===== src/rtl/debounce_edge_pkg.sv =====
// Shared state encodings for the debounce FSM and the later edge/counter stages.
// The encodings are fixed, so every stage that imports this package agrees on them.
package debounce_edge_pkg;

  localparam int ST_W = 2;

  typedef enum logic [ST_W-1:0] {
    ST_LOW    = 2'b00,
    ST_WAIT_H = 2'b01,
    ST_HIGH   = 2'b10,
    ST_WAIT_L = 2'b11
  } dbnc_state_t;

endpackage


===== src/rtl/debounce_edge_sync_2ff.sv =====
// Two-flop synchronizer for a single asynchronous bit (d -> s1 -> s2).
// q_next is the value q takes on the next edge, for consumers that qualify that edge.
module sync_2ff (
  input  logic clk,
  input  logic rst_n,
  input  logic d,
  output logic q,
  output logic q_next
);

  logic s1_reg;
  logic s2_reg;

  always_ff @(posedge clk) begin
    if (!rst_n) begin
      s1_reg <= 1'b0;
      s2_reg <= 1'b0;
    end else begin
      s1_reg <= d;
      s2_reg <= s1_reg;
    end
  end

  assign q      = s2_reg;
  assign q_next = s1_reg;

endmodule


===== src/rtl/debounce_edge.sv =====
// Debounces a raw asynchronous input into a clean level.
// Also produces single-cycle rise/fall pulses and a busy flag while a change is being qualified.
module debounce_edge
  import debounce_edge_pkg::*;
#(
  parameter int STABLE_CYCLES = 4
) (
  input  logic clk,
  input  logic rst_n,
  input  logic din_raw,
  output logic dout,
  output logic rise_pulse,
  output logic fall_pulse,
  output logic busy
);

  localparam int CNT_W = $clog2(STABLE_CYCLES + 1);
  localparam logic [CNT_W-1:0] CNT_MAX = CNT_W'(STABLE_CYCLES);
  localparam logic [CNT_W-1:0] CNT_ONE = CNT_W'(1);

  logic        s2;
  logic        s2_next;
  dbnc_state_t state_reg;
  logic [CNT_W-1:0] cnt_reg;
  logic        dout_reg;
  logic        rise_reg;
  logic        fall_reg;
  logic        busy_reg;

  sync_2ff u_sync (
    .clk    (clk),
    .rst_n  (rst_n),
    .d      (din_raw),
    .q      (s2),
    .q_next (s2_next)
  );

  // The FSM judges the value s2 takes on this very edge, so the edge on which
  // s2 first differs from dout is count 1 and dout moves on count STABLE_CYCLES+1.
  always_ff @(posedge clk) begin
    if (!rst_n) begin
      state_reg <= ST_LOW;
      cnt_reg   <= '0;
      dout_reg  <= 1'b0;
      rise_reg  <= 1'b0;
      fall_reg  <= 1'b0;
      busy_reg  <= 1'b0;
    end else begin
      rise_reg <= 1'b0;
      fall_reg <= 1'b0;
      case (state_reg)
        ST_LOW: begin
          if (s2_next) begin
            state_reg <= ST_WAIT_H;
            cnt_reg   <= CNT_ONE;
            busy_reg  <= 1'b1;
          end
        end
        ST_WAIT_H: begin
          if (!(s2_next && s2)) begin
            state_reg <= ST_LOW;
            cnt_reg   <= '0;
            busy_reg  <= 1'b0;
          end else if (cnt_reg == CNT_MAX) begin
            state_reg <= ST_HIGH;
            cnt_reg   <= '0;
            dout_reg  <= 1'b1;
            rise_reg  <= 1'b1;
            busy_reg  <= 1'b0;
          end else begin
            cnt_reg <= cnt_reg + 1'b1;
          end
        end
        ST_HIGH: begin
          if (!s2_next) begin
            state_reg <= ST_WAIT_L;
            cnt_reg   <= CNT_ONE;
            busy_reg  <= 1'b1;
          end
        end
        ST_WAIT_L: begin
          if (s2_next || s2) begin
            state_reg <= ST_HIGH;
            cnt_reg   <= '0;
            busy_reg  <= 1'b0;
          end else if (cnt_reg == CNT_MAX) begin
            state_reg <= ST_LOW;
            cnt_reg   <= '0;
            dout_reg  <= 1'b0;
            fall_reg  <= 1'b1;
            busy_reg  <= 1'b0;
          end else begin
            cnt_reg <= cnt_reg + 1'b1;
          end
        end
        default: begin
          state_reg <= ST_LOW;
          cnt_reg   <= '0;
          dout_reg  <= 1'b0;
          busy_reg  <= 1'b0;
        end
      endcase
    end
  end

  assign dout       = dout_reg;
  assign rise_pulse = rise_reg;
  assign fall_pulse = fall_reg;
  assign busy       = busy_reg;

endmodule


===== config.mk =====
export PLATFORM = sky130hd
export DESIGN_NAME = debounce_edge
export DESIGN_NICKNAME = d
export VERILOG_FILES = /design/src/rtl/debounce_edge_pkg.sv /design/src/rtl/debounce_edge_sync_2ff.sv /design/src/rtl/debounce_edge.sv
export SDC_FILE = /design/constraint.sdc
export NUM_CORES = 1
export LEC_CHECK = 0
export ABC_AREA = 1
export CORE_ASPECT_RATIO = 0.9
export CORE_MARGIN = 8
export CORE_UTILIZATION = 32
export CTS_BUF_LIST = sky130_fd_sc_hd__clkbuf_4 sky130_fd_sc_hd__clkbuf_8 sky130_fd_sc_hd__clkbuf_16
export DETAILED_ROUTE_END_ITERATION = 6
export GPL_ROUTABILITY_DRIVEN = 0
export PLACE_DENSITY = 0.59
export SLEW_MARGIN = 20
export SYNTH_ARGS = -nofsm -noshare
export SYNTH_HDL_FRONTEND = slang
export SYNTH_SLANG_ARGS = --single-unit

===== constraint.sdc =====
create_clock -name clk -period 1.1 [get_ports clk]
set_input_delay 0.275 -clock clk [delete_from_list [all_inputs] [get_ports clk]]
set_output_delay 0.275 -clock clk [all_outputs]
set_load 0.05 [all_outputs]

Drive-strength map:
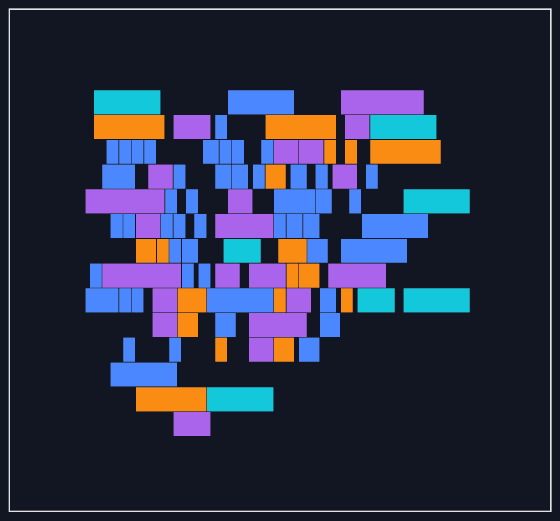
Key: purple = drive 3 to 4 [cells 21, most used buf_4]; cyan = drive 6 and up [cells 7, most used buf_12]; orange = drive 2 [cells 18, most used inv_2]; blue = drive 1 or less [cells 50, most used nand2_1]

Clock network drawn from the DEF:
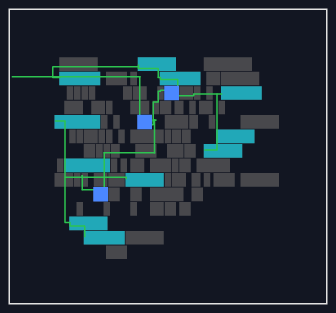
Key: blue = cells driving clock nets [count 3]; cyan = flip-flops [count 11]; green = clock wires [length 169 µm]
There are 4 routed clock nets.

==> out/metrics.csv <==
metric;value;unit
routed wire length;1.262;mm
CTS tree;yes;
sequential cell area share;26.65;%
Final Cell Area;873.3;µm²
GR peak layer;met2;
Worst setup endpoint;state_reg[1]$_SDFFE_PN0P_;
core area;1629;µm²
Ys Warns;0;
initial antenna violation count;0;
post-layout net count;102;
Synthesized Nets;81;
HPWL Detailed;898.6;µm
post-layout util;53.61;%
Power Dens Cells;1827;nW/µm²
Sink Count;11;
clock latency on the worst-skew pair;0.27;ns
R2R Path End;state_reg[1]$_SDFFE_PN0P_;
synth cell count leaders;nand2_1 (17), inv_1 (14), dfxtp_1 (11), nor2_1 (6);
Synth Flop Type;dfxtp_1;
Placed Cells;113;
Worst Skew;0.001282;ns
total track usage;9.060;%
Placed Instance Area;733.2;µm²
Pre-antenna DRT Iters;4;
met3 wire length;71;µm
R2R Setup Slk;0.02;ns
WHS Path Cells;2;
Top cells excl fill/tap;nand2_1 (15), inv_1 (9), buf_4 (8);
outcome;completed;
FF+latch count;11;
EDFF count, synth;0;
Layout area overhead;61.20;%
Least-Margin Pin Slew;0.2570;ns
grt met1 use;9.235;%
root buffer cell;clkbuf_4;
worst vdd ir;1135;µV
die span in y;55.04;µm
non-clock inverter total of the final layout;16;
M3 wires:
Cells faint in the background.
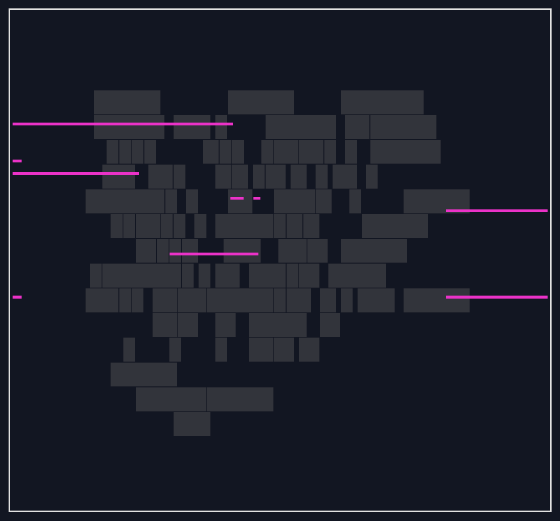
7 nets have wire on it. The wires run mostly horizontal. The layer holds 5.7% of the routed length.

Gate families picked out:
Bar = 20 µm.
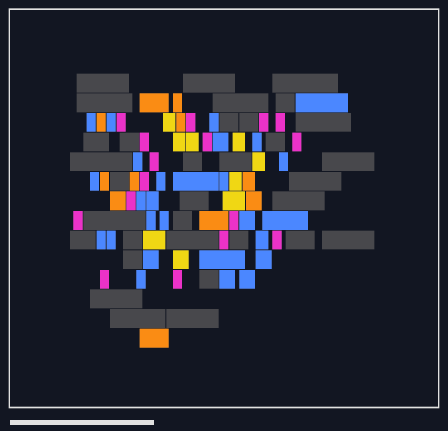
Key: magenta = inverters [cells 16, most used inv_1]; orange = NOR gates [cells 11, most used nor2_1]; blue = NAND gates [cells 27, most used nand2_1]; yellow = inverting AOI/OAI gates [cells 9, most used a21oi_1]

## what timing repair did
action,in CTS,in global routing
gates cloned,0,0
pin swaps,4,4
setup endpoints to repair,3,8
setup buffers,2,1
gates resized,14,11
## worst max-delay path, stage by stage (launching register included)
cell	delay, ns
dfxtp_2	0.34
inv_2	0.05
ha_4	0.17
nand2_8	0.08
nand3_4	0.08
nand3_4	0.11
nand2_1	0.06
nand2_1	0.05
nor2_1	0.03
## power by group through the flow
stage               clock network, W  registers (W)  logic [W]
detailed placement                 0       0.000540   0.000586
global placement                   0       0.000538   0.000577
floorplan                          0       0.000574   0.000318
CTS                         0.000313       0.000544   0.000709
finish                      0.000300       0.000549   0.000747
global route                0.000335       0.000557   0.000814
No activity file was given, so power comes from the tool's default toggle rates.
